==> images/logic_types.png <==
The bar under the picture is 50 um long.
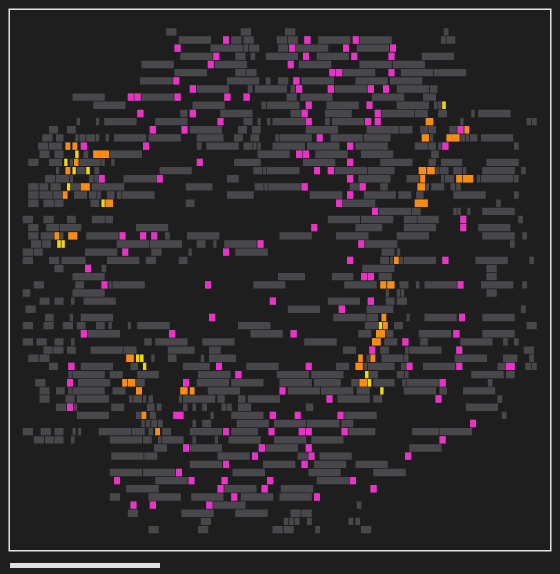
==> images/power_grid.png <==
Pins as bars on the die edge. Tap cells in gray.
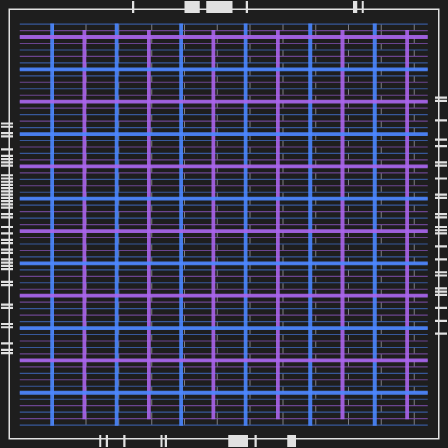
--- config.mk ---
export PLATFORM = sky130hd
export DESIGN_NAME = pipelined_add_sub
export DESIGN_NICKNAME = d
export VERILOG_FILES = /design/src/rtl/pipelined_add_sub.sv
export SDC_FILE = /design/constraint.sdc
export NUM_CORES = 1
export LEC_CHECK = 0
export CORE_MARGIN = 4
export CORE_UTILIZATION = 30
export DETAILED_ROUTE_END_ITERATION = 6
export PLACE_DENSITY = 0.57
export SLEW_MARGIN = 40
export SYNTH_ARGS = -nofsm -noshare
export SYNTH_HDL_FRONTEND = slang
export SYNTH_SLANG_ARGS = --single-unit
--- constraint.sdc ---
create_clock -name clk -period 7.9 [get_ports clk]
set_input_delay 1.58 -clock clk [delete_from_list [all_inputs] [get_ports clk]]
set_output_delay 1.58 -clock clk [all_outputs]
set_load 0.1 [all_outputs]
--- src/rtl/pipelined_add_sub.sv ---
// Pipelined add/subtract: the operand is split into STAGES slices, one slice is added per stage,
// and the carry ripples between stages through registers. Upper operands are skewed, lower sums deskewed.
module pipelined_add_sub #(
  parameter int WIDTH  = 32,
  parameter int STAGES = 4
) (
  input  logic             clk,
  input  logic             clr,
  input  logic             in_valid,
  output logic             in_ready,
  input  logic [1:0]       op,
  input  logic [WIDTH-1:0] a,
  input  logic [WIDTH-1:0] b,
  input  logic             cin,
  output logic             out_valid,
  input  logic             out_ready,
  output logic [WIDTH-1:0] result,
  output logic [3:0]       flags
);

  localparam int SW = WIDTH / STAGES;

  if ((WIDTH % 4) != 0 || WIDTH < 8 || WIDTH > 64 || STAGES < 1 || STAGES > 8 ||
      (WIDTH % (4 * STAGES)) != 0) begin : g_bad_params
    $error("pipelined_add_sub: illegal WIDTH/STAGES combination");
  end

  // Adds one slice using 4-bit lookahead groups.
  // Returns {carry_out, carry_into_msb, sum}.
  function automatic logic [SW+1:0] slice_add(input logic [SW-1:0] x,
                                               input logic [SW-1:0] y,
                                               input logic          ci);
    logic [SW-1:0] s;
    logic [3:0]    p;
    logic [3:0]    g;
    logic [4:0]    cc;
    logic          c;
    logic          cm;
    s  = '0;
    c  = ci;
    cm = 1'b0;
    for (int i = 0; i < SW / 4; i++) begin
      p     = x[i*4 +: 4] ^ y[i*4 +: 4];
      g     = x[i*4 +: 4] & y[i*4 +: 4];
      cc[0] = c;
      cc[1] = g[0] | (p[0] & c);
      cc[2] = g[1] | (p[1] & g[0]) | (p[1] & p[0] & c);
      cc[3] = g[2] | (p[2] & g[1]) | (p[2] & p[1] & g[0]) | (p[2] & p[1] & p[0] & c);
      cc[4] = g[3] | (p[3] & g[2]) | (p[3] & p[2] & g[1]) | (p[3] & p[2] & p[1] & g[0]) |
              (p[3] & p[2] & p[1] & p[0] & c);
      s[i*4 +: 4] = p ^ cc[3:0];
      cm = cc[3];
      c  = cc[4];
    end
    return {c, cm, s};
  endfunction

  logic             adv;
  logic [WIDTH-1:0] b_eff;
  logic             c_first;

  assign adv      = ~out_valid | out_ready;
  assign in_ready = adv;

  // op[0] selects subtraction (invert b); op[1] selects the external carry-in.
  assign b_eff   = op[0] ? ~b : b;
  assign c_first = op[1] ? cin : op[0];

  // acc holds finished sum slices below the current stage and untouched a slices above it.
  logic             vld_q [STAGES];
  logic             cy_q  [STAGES];
  logic             cm_q  [STAGES];
  logic             zr_q  [STAGES];
  logic [WIDTH-1:0] acc_q [STAGES];
  logic [WIDTH-1:0] opb_q [STAGES];

  logic             vld_d [STAGES];
  logic             cy_d  [STAGES];
  logic             cm_d  [STAGES];
  logic             zr_d  [STAGES];
  logic [WIDTH-1:0] acc_d [STAGES];
  logic [WIDTH-1:0] opb_d [STAGES];
  logic [SW+1:0]    sr    [STAGES];

  always_comb begin
    sr[0]              = slice_add(a[SW-1:0], b_eff[SW-1:0], c_first);
    acc_d[0]           = a;
    acc_d[0][SW-1:0]   = sr[0][SW-1:0];
    opb_d[0]           = b_eff;
    vld_d[0]           = in_valid;
    cy_d[0]            = sr[0][SW+1];
    cm_d[0]            = sr[0][SW];
    zr_d[0]            = (sr[0][SW-1:0] == '0);
    for (int k = 1; k < STAGES; k++) begin
      sr[k]               = slice_add(acc_q[k-1][k*SW +: SW], opb_q[k-1][k*SW +: SW], cy_q[k-1]);
      acc_d[k]            = acc_q[k-1];
      acc_d[k][k*SW +: SW] = sr[k][SW-1:0];
      opb_d[k]            = opb_q[k-1];
      vld_d[k]            = vld_q[k-1];
      cy_d[k]             = sr[k][SW+1];
      cm_d[k]             = sr[k][SW];
      zr_d[k]             = zr_q[k-1] & (sr[k][SW-1:0] == '0);
    end
  end

  // Whole pipeline moves together; clr wins over any accept.
  always_ff @(posedge clk) begin
    if (clr) begin
      for (int k = 0; k < STAGES; k++) begin
        vld_q[k] <= 1'b0;
        cy_q[k]  <= 1'b0;
        cm_q[k]  <= 1'b0;
        zr_q[k]  <= 1'b0;
        acc_q[k] <= '0;
        opb_q[k] <= '0;
      end
    end else if (adv) begin
      for (int k = 0; k < STAGES; k++) begin
        vld_q[k] <= vld_d[k];
        cy_q[k]  <= cy_d[k];
        cm_q[k]  <= cm_d[k];
        zr_q[k]  <= zr_d[k];
        acc_q[k] <= acc_d[k];
        opb_q[k] <= opb_d[k];
      end
    end
  end

  assign out_valid = vld_q[STAGES-1];
  assign result    = acc_q[STAGES-1];
  assign flags     = {acc_q[STAGES-1][WIDTH-1], zr_q[STAGES-1], cy_q[STAGES-1],
                      cm_q[STAGES-1] ^ cy_q[STAGES-1]};

endmodule

==> impl_metrics.json <==
{
  "period_needed_ns": 4.24,
  "ys_types": 45,
  "ys_sh_simple_pct": 14.7,
  "final_util_pct": 36.5,
  "outcome": "completed",
  "hold_ws_ns": 0.515,
  "grt_pass1_wl_mm": 25.2,
  "p_total_mw": 2.39,
  "clock_sinks": 189,
  "synth_seq_share_pct": 63.9,
  "common_cells": "189 x edfxtp_1, 131 x and2_1, 62 x nor2_1, 35 x buf_4",
  "n_all_inverters": 16,
  "met1_usage_pct": 13.0,
  "cts_setup_buffers": 0,
  "antenna_left": 0,
  "crit_arrival_ns": 2.66,
  "tightest_slew_ns": 0.737,
  "period_used_pct": 53.6,
  "fp-utilization_pct": 30.7,
  "grt_util_all_layers_pct": 9.73
}
Notes on logic_types.png above:
| family | color | cells |
|---|---|---|
| aoi and oai cells | orange | 40 |
| and/or cells | magenta | 137 |
| inv cells | yellow | 16 |

Notes on power_grid.png above:
| net | color |
|---|---|
| VSS | blue |
| VDD | purple |
tap cells: 384
met5 straps: 12
rows: 62

power by group:
part	total, mW	internal, mW	switching (mW)	leakage [nW]
logic	0.311	0.118	0.193	1.86
registers	1.20	1.18	0.0186	2.25
clock network	0.882	0.479	0.403	0.292
total	2.39	1.78	0.615	4.40
stage by stage:
step	instance area [um2]	setup slack (ns)
5_1_grt	10600	3.59
3_5_place_dp	9940	3.43
6_report	10600	3.66
4_1_cts	10500	3.65
2_1_floorplan	8880	2.59
3_3_place_gp	10100	2.97
metal layers:
metal / share of wire [%] / up-vias
met3: 4.8 / 14
met2: 46 / 97
met5: 0 / -
met4: 1.4 / 0
met1: 48 / 2196
li1: - / 2411
path summary, 6_finish.rpt:
path,slack [ns],endpoint,from
worst min-delay path,0.51,acc_q[0][59]$_SDFFCE_PN0P_,acc_q[0][27]$_SDFFCE_PN0P_
worst min register to register,0.51,acc_q[0][59]$_SDFFCE_PN0P_,acc_q[0][27]$_SDFFCE_PN0P_
worst max-delay path,3.66,in_ready,out_ready
worst max register to register,5.03,zr_q[0][2]$_SDFFCE_PN0P_,opb_q[0][48]$_SDFFCE_PN0P_
flip-flops by register name, summed over array words and instances (netlist names):
| signal | flops |
|---|---|
| opb_q | 48 |
| cy_q | 4 |
| cm_q | 1 |
| zr_q | 4 |
| acc_q | 128 |
| vld_q | 4 |
logic make-up after synthesis:
kind of cell	count (synthesis)
flip-flops	189
buffers and inverters	78
XOR/XNOR	51
multiplexers	1
adder cells (fa/ha/maj)	40
AND-OR/OR-AND	59
AND/OR/NAND/NOR	241
worst max-delay path: stages:
cell             delay [ns]
clkdlybuf4s50_1        0.45
nand2b_1               0.17
buf_2                  0.45
Power is estimated from default activity; no workload was simulated.
